**src/rtl/ctrl_unit.sv**
```systemverilog
// ---------------------------------------------------------------------------
// ctrl_unit -- sequencer for a small accumulator CPU.
//
// Runs a two-cycle FETCH/EXEC loop over a 32-byte program memory. FETCH
// latches the opcode byte into IR and bumps PC. EXEC decodes IR into
// one-cycle datapath strobes. Two-byte instructions (LDI, JMP, branch) read
// their operand from pm_data_cu at the current PC during EXEC. Opcode F
// parks the unit in HALT until reset.
//
// Optional build macro: CU_SINGLESTEP_EN
//   Adds the step_cu input and a STEP state. After every non-HALT EXEC the
//   unit waits in STEP, with all strobes low, until step_cu is sampled high.
//
// Ports
//   clk_cu        in   clock, rising edge
//   rst_cu        in   asynchronous active-low reset
//   step_cu       in   single-step release (CU_SINGLESTEP_EN builds only)
//   pm_addr_cu    out  [4:0] program memory address (= PC)
//   pm_data_cu    in   [7:0] program memory byte at pm_addr_cu
//   zero_cu       in   accumulator-is-zero flag (branch EXEC only)
//   positive_cu   in   accumulator-is-positive flag (branch EXEC only)
//   muxsel_cu     out  [1:0] 00 shifter, 01 regfile, 10 input, 11 immediate
//   imm_cu        out  [7:0] immediate byte (LDI only)
//   accwr_cu      out  accumulator write strobe
//   rfwr_cu       out  register file write strobe
//   outen_cu      out  output port enable strobe
//   rfaddr_cu     out  [2:0] register select (IR[2:0] during EXEC)
//   alusel_cu     out  [2:0] ALU operation
//   shiftsel_cu   out  [1:0] shifter operation
//   halted_cu     out  high once the HALT opcode is executing or halted
//
// Handshake: there is no valid/ready flow control. The program memory is
// an asynchronous read, so pm_data_cu must be valid in the same cycle that
// pm_addr_cu is presented. Strobes are single-cycle pulses that the datapath
// acts on at the next rising edge.
// ---------------------------------------------------------------------------
`timescale 1ns/1ps

module ctrl_unit (
    input  logic       clk_cu,
    input  logic       rst_cu,
`ifdef CU_SINGLESTEP_EN
    input  logic       step_cu,
`endif
    output logic [4:0] pm_addr_cu,
    input  logic [7:0] pm_data_cu,
    input  logic       zero_cu,
    input  logic       positive_cu,
    output logic [1:0] muxsel_cu,
    output logic [7:0] imm_cu,
    output logic       accwr_cu,
    output logic       rfwr_cu,
    output logic       outen_cu,
    output logic [2:0] rfaddr_cu,
    output logic [2:0] alusel_cu,
    output logic [1:0] shiftsel_cu,
    output logic       halted_cu
);

`ifdef CU_SINGLESTEP_EN
    typedef enum logic [1:0] {
        FETCH = 2'd0,
        EXEC  = 2'd1,
        HALT  = 2'd2,
        STEP  = 2'd3
    } state_t;
`else
    typedef enum logic [1:0] {
        FETCH = 2'd0,
        EXEC  = 2'd1,
        HALT  = 2'd2
    } state_t;
`endif

    state_t     state_q, state_d;
    logic [4:0] pc_q, pc_d;
    logic [7:0] ir_q, ir_d;

    logic [3:0] opcode;
    logic       branch_taken;

    assign opcode       = ir_q[7:4];
    // IR[0] selects the flag: 0 = branch on zero, 1 = branch on positive.
    assign branch_taken = ir_q[0] ? positive_cu : zero_cu;
    assign pm_addr_cu   = pc_q;

    // Next-state logic. PC arithmetic is 5 bits wide, so 31 wraps to 0.
    always_comb begin
        state_d = state_q;
        pc_d    = pc_q;
        ir_d    = ir_q;
        case (state_q)
            FETCH: begin
                ir_d    = pm_data_cu;
                pc_d    = pc_q + 5'd1;
                state_d = EXEC;
            end
            EXEC: begin
`ifdef CU_SINGLESTEP_EN
                state_d = STEP;
`else
                state_d = FETCH;
`endif
                case (opcode)
                    4'h3: pc_d = pc_q + 5'd1;           // skip LDI operand
                    4'hD: pc_d = pm_data_cu[4:0];       // JMP target
                    4'hE: pc_d = branch_taken ? pm_data_cu[4:0]
                                              : pc_q + 5'd1;
                    4'hF: state_d = HALT;
                    default: ;
                endcase
            end
            HALT: begin
                state_d = HALT;
            end
`ifdef CU_SINGLESTEP_EN
            STEP: begin
                if (step_cu) begin
                    state_d = FETCH;
                end
            end
`endif
            default: state_d = FETCH;
        endcase
    end

    // Output decode. Everything defaults low; only EXEC drives strobes, so
    // FETCH, HALT and STEP can never issue a write whatever the memory holds.
    always_comb begin
        muxsel_cu   = 2'b00;
        imm_cu      = 8'h00;
        accwr_cu    = 1'b0;
        rfwr_cu     = 1'b0;
        outen_cu    = 1'b0;
        rfaddr_cu   = 3'b000;
        alusel_cu   = 3'b000;
        shiftsel_cu = 2'b00;
        halted_cu   = (state_q == HALT);
        if (state_q == EXEC) begin
            rfaddr_cu = ir_q[2:0];
            case (opcode)
                4'h1: begin                             // LDA Rn
                    muxsel_cu = 2'b01;
                    accwr_cu  = 1'b1;
                end
                4'h2: rfwr_cu = 1'b1;                   // STA Rn
                4'h3: begin                             // LDI #imm
                    muxsel_cu = 2'b11;
                    imm_cu    = pm_data_cu;
                    accwr_cu  = 1'b1;
                end
                4'h4: begin                             // INA
                    muxsel_cu = 2'b10;
                    accwr_cu  = 1'b1;
                end
                4'h5: outen_cu = 1'b1;                  // OUT
                4'h6: begin alusel_cu = 3'b001; accwr_cu = 1'b1; end
                4'h7: begin alusel_cu = 3'b010; accwr_cu = 1'b1; end
                4'h8: begin alusel_cu = 3'b011; accwr_cu = 1'b1; end
                4'h9: begin alusel_cu = 3'b100; accwr_cu = 1'b1; end
                // NOT/INC/DEC are accumulator ops and write the result back.
                4'hA: begin alusel_cu = 3'b101; accwr_cu = 1'b1; end
                4'hB: begin
                    alusel_cu = ir_q[0] ? 3'b111 : 3'b110;
                    accwr_cu  = 1'b1;
                end
                4'hC: begin                             // SHF
                    shiftsel_cu = ir_q[1:0];
                    accwr_cu    = 1'b1;
                end
                // Branch keeps the shifter pass-through path selected so
                // the flags reflect the accumulator.
                4'hF: halted_cu = 1'b1;
                default: ;
            endcase
        end
    end

    always_ff @(posedge clk_cu or negedge rst_cu) begin
        if (!rst_cu) begin
            state_q <= FETCH;
            pc_q    <= 5'd0;
            ir_q    <= 8'h00;
        end else begin
            state_q <= state_d;
            pc_q    <= pc_d;
            ir_q    <= ir_d;
        end
    end

endmodule

```
**config.mk**
```make
export PLATFORM = sky130hd
export DESIGN_NAME = ctrl_unit
export DESIGN_NICKNAME = d
export VERILOG_FILES = /design/src/rtl/ctrl_unit.sv
export SDC_FILE = /design/constraint.sdc
export NUM_CORES = 1
export LEC_CHECK = 0
export ABC_CLOCK_PERIOD_IN_PS = 3400
export CORE_UTILIZATION = 46
export DETAILED_ROUTE_END_ITERATION = 8
export PLACE_DENSITY = 0.83
export SETUP_SLACK_MARGIN = 0.02
export SYNTH_ARGS = -nofsm -noshare
export SYNTH_HDL_FRONTEND = slang
export SYNTH_SLANG_ARGS = --single-unit
```
**constraint.sdc**
```tcl
create_clock -name clk_cu -period 3.4 [get_ports clk_cu]
set_clock_uncertainty 0.05 [all_clocks]
set_input_delay 0.68 -clock clk_cu [delete_from_list [all_inputs] [get_ports clk_cu]]
set_output_delay 0.68 -clock clk_cu [all_outputs]
set_load 0.05 [all_outputs]
```
Figure 1. A small window of the routed layout.
Scale bar: 5 µm. Region (26, 26) to (46, 46) µm. Cells in gray, sequential cells in the stronger gray; small squares are vias.
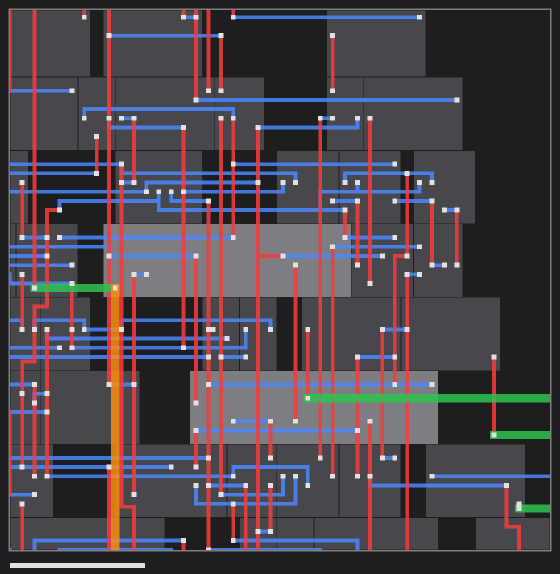
legend:
  metal 2:
    color: red
  metal 4:
    color: orange
  metal 3:
    color: green
  metal 1:
    color: blue
most frequent: clkdlybuf4s50_1 (10), nor2_1 (3), nand2b_1 (3)
cells with their middle in the window: 30
netlist names of flops here include: `ir_q` (2)
sequential cells in the window: 2

Figure 2. Signal wires on met1.
Scale bar: 10 µm.
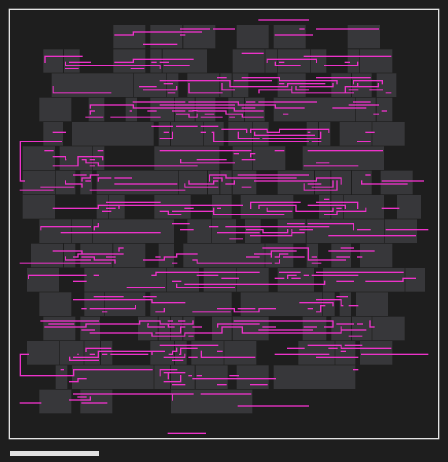
share of all routed wire: 45%
wire length on this layer: 1,140 µm
nets with wire on the layer: 133
drt total wl: 2530 µm
GRT met1 Usage: 32.0%
vias: 955

Figure 3. Routed metal, one color a layer.
Scale bar: 10 µm. Two of the layers only.
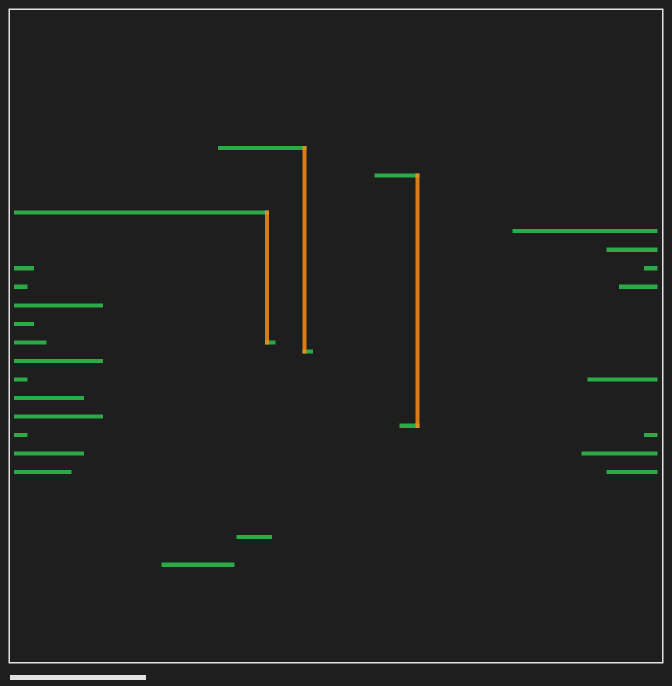
legend:
  metal 3:
    color: green
    wire_length: 107 µm
  metal 4:
    color: orange
    wire_length: 42.8 µm
GRT Total Usage: 24.2%
average wire per standard cell: 14.5 µm

Figure 4. Signal metal coverage by tile.
10 x 10 tiles, from white (low) to dark blue (high), scaled to the fullest tile. Values are wire area over tile area, all layers added.
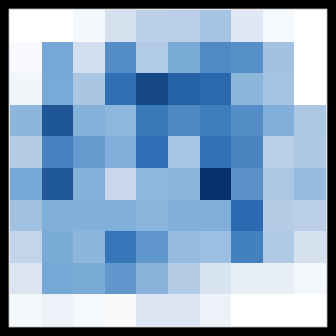
nearly empty tiles: 8.0%
tiles over half the peak: 29%
mean over tiles: 0.17
emptiest ninth of the die: lower right
fullest tile: 0.45

==> run summary <==
yosys + openroad results -> status=finished clean, Layout Utilization=71.8%, largest area contributor in the netlist=dfrtp_1, hold bufs inserted after CTS=0, first-pass GRT wire length=3890 µm, max reg flops=7, Initial DRC Count=18, critical path launch point type=register, clock slew at reported path FFs=0.09 ns, slew margin rel.=49.0%, CP Cell Sequence=inv_1, nand2_1, nor4_2, buf_4, and2_1, clkdlybuf4s50_1, max_cap viols=0, Period minus WS final=3.24 ns, Crit Path Class=register to output port, Latency at later pin=0.28 ns, vias per cell=5.49, Post-synth top cells=14 x dfrtp_1, 10 x nand2_1, 9 x nor2_1, number of enable flip-flop cells=0, dpl cell area=1370 µm², die width=47.9 µm, ys async rst share=100%, crit path DAT=2.51 ns, Ys Warns=0, Clock Path Buffers=2, CP Max Fanout=11, crit path buf inv count=3, Remaining Overflow, GRT=0, Worst EP required=2.67 ns, Initial DRT Pass Iterations=4, Top reg by flops=ir_q, Max VDD drop=0.000681 V, top_reg_cell synth=dfrtp_1, OpenROAD warnings=26, syn_area_per_cell=8.87 µm², RSZ-0062 raised after global routing=false, final worst slack=0.157 ns, yosys stat area=967 µm², Slowest Stage Delay on Critical Path=0.80 ns, fp util=49.3%, # IOs=39, Root Buffer=clkbuf_4, Cells after DPL=170, Die Area=2290 µm², number of diodes=0, Post-Synthesis Cells=109, CTS tree=done, Die Span Y=47.9 µm, endpoint type of the worst setup path=output port, gpl congestion=0.735, most frequent logic cell in the layout=clkdlybuf4s50_1, final cell count without fillers=174, Setup WS pre-CTS=0.490 ns, worst-margin pin slew=0.763 ns, Peak Freq=308 MHz, largest net degree at the start of global routing=17, yosys stat cell total=109, Seq cells post-synth=14, DRC errors left=0, Pwr Total=1.64 mW, synth unique cells=33, Yosys top cell by instances=dfrtp_1, Final Cell Area=1410 µm², highest-delay cell along the critical path=clkdlybuf4s50_1, Resized cells post-CTS=0, Layout Area Growth over Synthesis=45.7%, Final Hold Viols=0, initial antenna violation count=0, port buffer count=38, layout cells sized above 1=9.52%, vias in the first global route=876, cycle use final=95.4%
[report_power, final]
group / total (mW) / internal (mW) / switching [mW]
logic: 1.12 / 0.411 / 0.712
clock network: 0.124 / 0.0652 / 0.0593
registers: 0.392 / 0.251 / 0.141
total: 1.64 / 0.727 / 0.912
[layout make-up]
class,count,area [µm²]
Clock buffer,4,36.3
Fill cell,163,553
Inverter,7,26.3
Multi-Input combinational cell,82,567
Sequential cell,14,350
Tap cell,27,33.8
Timing Repair Buffer,40,395
[logic make-up (layout without fill, tap and decap cells)]
group	count (synthesis)	count (layout)	share of synthesized area, %
buffers and inverters	13	51	5.17
AOI/OAI and AO/OA	21	21	15.9
adders and majority gates	1	1	1.29
and+or+nand+nor	50	50	30.7
muxes	9	9	9.83
DFF	14	14	36.2
xor gates and xnor gates	1	1	0.906
[final timing paths]
kind | startpoint | endpoint | slack, ns | depth (start not counted)
worst max-delay path | state_q[1]$_DFF_PN0_ | imm_cu[1] | 0.16 | 6
worst min-delay path | ir_q[2]$_DFFE_PN0N_ | ir_q[2]$_DFFE_PN0N_ | 0.46 | 1
worst max register to register | ir_q[7]$_DFFE_PN0N_ | pm_addr_cu[0]$_DFFE_PN0P_ | 1.50 | 4
worst min register to register | ir_q[2]$_DFFE_PN0N_ | ir_q[2]$_DFFE_PN0N_ | 0.46 | 1
max in group asynchronous | rst_cu | ir_q[1]$_DFFE_PN0N_ | 2.15 | 1
min in group asynchronous | rst_cu | ir_q[2]$_DFFE_PN0N_ | 0.74 | 1
[routing by layer]
| layer | GRT usage [%] | wire (µm) | vias to the layer above |
|---|---|---|---|
| li1 | - | - | 468 |
| met1 | 32.0 | 1140 | 452 |
| met2 | 40.0 | 1240 | 29 |
| met3 | 4.15 | 106 | 6 |
| met4 | 8.33 | 42 | 0 |
| met5 | 0 | 0 | - |
Power is estimated from default activity; no workload was simulated.
